===== src/rtl/wcsl_multi.sv =====
// -----------------------------------------------------------------------------
// wcsl_multi -- multi-channel console switch register for the PDP-6 IO bus.
//
// Each of NCH 36-bit front-panel switch channels is synchronised (two flops)
// and debounced. A masked change on any channel raises that channel's flag.
// The flags, gated by the interrupt enable, drive a programmable PI level.
//
// Ports
//   clk                    system clock
//   reset                  asynchronous reset, active low
//   iobus_iob_poweron/
//   iobus_iob_reset        bus reset pulses (no device select needed)
//   iobus_datao_clear/set  DATAO pulses: load the change-detect mask
//   iobus_cono_clear/set   CONO pulses: pia, ien, chsel, flag clear (bit 32)
//   iobus_iob_fm_datai     read level: stable switches of the selected channel
//   iobus_iob_fm_status    read level: CONI status word
//   iobus_rdi_pulse        not used by this device
//   iobus_ios              device select code
//   iobus_iob_in           bus data in, bit 0 is MSB
//   iobus_pi_req           PI request lines 1..7
//   iobus_iob_out          bus data out (0 when not being read)
//   iobus_dr_split,
//   iobus_rdi_data         tied 0
//   sw                     switch levels, channel k in sw[36k+35:36k]
// -----------------------------------------------------------------------------
module wcsl_multi #(
   parameter logic [6:0] DEVSEL   = 7'b1110101,
   parameter int         NCH      = 2,
   parameter int         DEBOUNCE = 1000
) (
   input  logic               clk,
   input  logic               reset,
   input  logic               iobus_iob_poweron,
   input  logic               iobus_iob_reset,
   input  logic               iobus_datao_clear,
   input  logic               iobus_datao_set,
   input  logic               iobus_cono_clear,
   input  logic               iobus_cono_set,
   input  logic               iobus_iob_fm_datai,
   input  logic               iobus_iob_fm_status,
   input  logic               iobus_rdi_pulse,
   input  logic [3:9]         iobus_ios,
   input  logic [0:35]        iobus_iob_in,
   output logic [1:7]         iobus_pi_req,
   output logic [0:35]        iobus_iob_out,
   output logic               iobus_dr_split,
   output logic               iobus_rdi_data,
   input  logic [NCH*36-1:0]  sw
);

   localparam int             CW      = (DEBOUNCE < 1) ? 1 : $clog2(DEBOUNCE + 1);
   localparam logic [CW-1:0]  DEB_MAX = CW'(DEBOUNCE);

   // Per-channel input path state
   logic [35:0]    sync1_q  [NCH];
   logic [35:0]    sync2_q  [NCH];
   logic [35:0]    stable_q [NCH];
   logic [35:0]    stable_d [NCH];
   logic [CW-1:0]  cnt_q    [NCH];
   logic [CW-1:0]  cnt_d    [NCH];
   logic [NCH-1:0] flag_q, flag_d;
   logic [NCH-1:0] set_ev;

   // Programmed registers
   logic [2:0]     pia_q, pia_d;
   logic           ien_q, ien_d;
   logic [3:0]     chsel_q, chsel_d;
   logic [35:0]    mask_q, mask_d;
   logic [1:7]     pi_req_q, pi_req_d;

   logic           sel, bus_rst, flag_clr, any_flag;
   logic [35:0]    datai_word;
   logic [0:35]    coni_word;
   logic           unused_rdi;

   assign unused_rdi     = iobus_rdi_pulse;
   assign sel            = (iobus_ios == DEVSEL);
   assign bus_rst        = iobus_iob_reset | iobus_iob_poweron;
   assign flag_clr       = sel & iobus_cono_set & iobus_iob_in[32];
   assign any_flag       = |flag_q;
   assign iobus_dr_split = 1'b0;
   assign iobus_rdi_data = 1'b0;
   assign iobus_pi_req   = pi_req_q;

   // Debounce and change detection. sync1 != sync2 means sync2 is about to
   // move, so the counter restarts on the same edge sync2 takes a new value;
   // this gives the DEBOUNCE+3 cycle edge-to-stable latency.
   always_comb begin
      for (int k = 0; k < NCH; k++) begin
         stable_d[k] = stable_q[k];
         cnt_d[k]    = cnt_q[k];
         set_ev[k]   = 1'b0;
         if (sync1_q[k] != sync2_q[k]) begin
            cnt_d[k] = '0;
         end else if (sync2_q[k] != stable_q[k]) begin
            if (cnt_q[k] == DEB_MAX) begin
               stable_d[k] = sync2_q[k];
               cnt_d[k]    = '0;
               set_ev[k]   = |((stable_q[k] ^ sync2_q[k]) & mask_q);
            end else begin
               cnt_d[k] = cnt_q[k] + 1'b1;
            end
         end
      end
   end

   // Flags: a set event beats a CONO clear on the same cycle.
   always_comb begin
      flag_d = flag_q;
      for (int k = 0; k < NCH; k++) begin
         if (bus_rst)
            flag_d[k] = 1'b0;
         else if (set_ev[k])
            flag_d[k] = 1'b1;
         else if (flag_clr)
            flag_d[k] = 1'b0;
      end
   end

   // Programmed registers: clear pulse applied before set pulse.
   always_comb begin
      pia_d   = pia_q;
      ien_d   = ien_q;
      chsel_d = chsel_q;
      mask_d  = mask_q;
      if (bus_rst) begin
         pia_d   = '0;
         ien_d   = 1'b0;
         chsel_d = '0;
         mask_d  = '0;
      end else if (sel) begin
         if (iobus_datao_clear)
            mask_d = '0;
         if (iobus_datao_set)
            mask_d = mask_d | iobus_iob_in;
         if (iobus_cono_clear) begin
            pia_d   = '0;
            ien_d   = 1'b0;
            chsel_d = '0;
         end
         if (iobus_cono_set) begin
            pia_d   = pia_d | iobus_iob_in[33:35];
            ien_d   = ien_d | iobus_iob_in[31];
            chsel_d = chsel_d | iobus_iob_in[24:27];
         end
      end
   end

   always_comb begin
      pi_req_d = '0;
      for (int i = 1; i <= 7; i++)
         pi_req_d[i] = ien_q & any_flag & (pia_q == 3'(i));
   end

   // Read mux; a channel select beyond NCH reads as 0.
   always_comb begin
      datai_word = '0;
      for (int k = 0; k < NCH; k++)
         if (chsel_q == 4'(k))
            datai_word = stable_q[k];
   end

   always_comb begin
      coni_word = '0;
      for (int k = 0; k < NCH; k++)
         coni_word[k] = flag_q[k];
      coni_word[24:27] = chsel_q;
      coni_word[31]    = ien_q;
      coni_word[32]    = any_flag;
      coni_word[33:35] = pia_q;
   end

   always_comb begin
      iobus_iob_out = '0;
      if (sel & iobus_iob_fm_datai)
         iobus_iob_out = datai_word;
      else if (sel & iobus_iob_fm_status)
         iobus_iob_out = coni_word;
   end

   always_ff @(posedge clk or negedge reset) begin
      if (!reset) begin
         for (int k = 0; k < NCH; k++) begin
            sync1_q[k]  <= '0;
            sync2_q[k]  <= '0;
            stable_q[k] <= '0;
            cnt_q[k]    <= '0;
         end
         flag_q   <= '0;
         pia_q    <= '0;
         ien_q    <= 1'b0;
         chsel_q  <= '0;
         mask_q   <= '0;
         pi_req_q <= '0;
      end else begin
         for (int k = 0; k < NCH; k++) begin
            sync1_q[k]  <= sw[36*k +: 36];
            sync2_q[k]  <= sync1_q[k];
            stable_q[k] <= stable_d[k];
            cnt_q[k]    <= cnt_d[k];
         end
         flag_q   <= flag_d;
         pia_q    <= pia_d;
         ien_q    <= ien_d;
         chsel_q  <= chsel_d;
         mask_q   <= mask_d;
         pi_req_q <= pi_req_d;
      end
   end

endmodule


===== config.mk =====
export PLATFORM = sky130hd
export DESIGN_NAME = wcsl_multi
export DESIGN_NICKNAME = d
export VERILOG_FILES = /design/src/rtl/wcsl_multi.sv
export SDC_FILE = /design/constraint.sdc
export NUM_CORES = 1
export LEC_CHECK = 0
export ABC_AREA = 1
export CAP_MARGIN = 20
export CORE_ASPECT_RATIO = 2
export CORE_MARGIN = 10
export CORE_UTILIZATION = 36
export DETAILED_ROUTE_END_ITERATION = 8
export PLACE_DENSITY_LB_ADDON = 0.15
export REMOVE_ABC_BUFFERS = 1
export SETUP_SLACK_MARGIN = 0.1
export SLEW_MARGIN = 20
export SYNTH_ARGS = -nofsm -noshare
export SYNTH_HDL_FRONTEND = slang
export SYNTH_SLANG_ARGS = --single-unit
export TNS_END_PERCENT = 1

===== constraint.sdc =====
create_clock -name clk -period 1.8 [get_ports clk]
set_clock_uncertainty 0.2 [all_clocks]
set_input_delay 0.27 -clock clk [delete_from_list [all_inputs] [get_ports clk]]
set_output_delay 0.27 -clock clk [all_outputs]
set_load 0.02 [all_outputs]

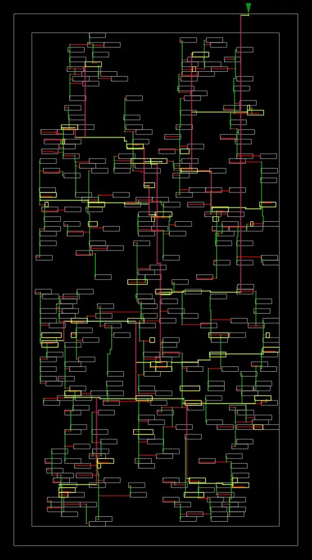
Fig. 1. Clock nets.
clk sinks: 289
Clock group: 6730 uW
CTS Buf Count: 28
Late-Pin Clk Latency: 580 ps

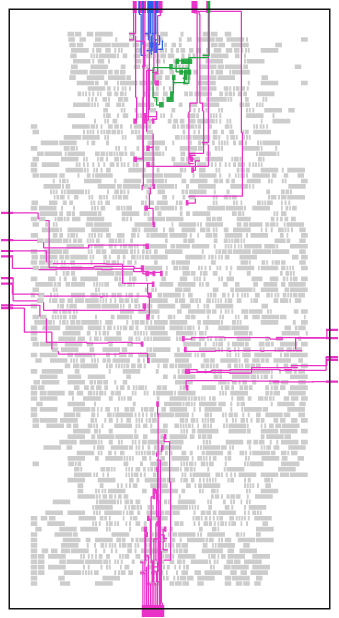
Fig. 2. I/O nets highlighted.
Drawn at 2 px/um.
[blue] iobus_ios | bits: 7 | direction: input | end cells: 3 | buffers: 7 | wire: 152 um
[magenta] iobus_iob_in | bits: 36 | direction: input | end cells: 42 | buffers: 36 | wire: 2770 um
[green] iobus_iob_fm_datai | bits: 1 | direction: input | end cells: 13 | buffers: 2 | wire: 141 um
number of port buffers: 167
I/O Pins: 171

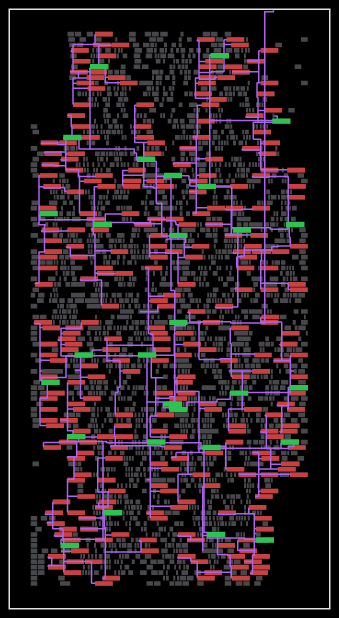
Fig. 3. Routed clock nets over the placement.
Drawn at 2 px/um.
[purple] clock wires | length: 4010 um
[green] clock drivers | count: 28
[red] flip-flops | count: 289
flops lie: widely spread
routed clock nets: 29

==> GITHUB_STEP_SUMMARY <==
## Implementation flow summary

| Metric | Value |
|---|---|
| Cell internal pwr | 11410 uW |
| Area fraction in compound gates | 0.03385 |
| Number of setup buffers added after CTS | 0 |
| Die Ht | 299.0 um |
| Final WS setup | -749.3 ps |
| Synth async-reset ratio | 1.000 |
| Initial Util | 0.3635 |
| Final hold vios | 0 |
| Sequential cell power | 6830 uW |
| Tot Pwr | 14850 uW |
| Longest Clk Path Bufs | 3 |
| Most frequently placed logic cells in the final layout | nand2_1 (648), buf_4 (310), dfrtp_1 (287), inv_1 (199), clkdlybuf4s50_1 (123) |
| Hold slack | 46.10 ps |
| CTS tree | done |
| Setup Viol. Count Final | 130 |
| Worst setup path end | iobus_iob_out[1] |
| Run status | complete, but fails checks |
| Design Area, Final | 20790 um^2 |
| Via count | 13384 |
| Sw frac | 0.2321 |
| Largest cell class by area | sequential cells |
| Mapped Area | 14010 um^2 |
| Layout cells sized above 1 | 0.2180 |
| Failing checks | setup timing |
| Core ar. | 38540 um^2 |
| Top_reg_cell synth | dfrtp_1 |
Power and IR drop assume default switching activity.
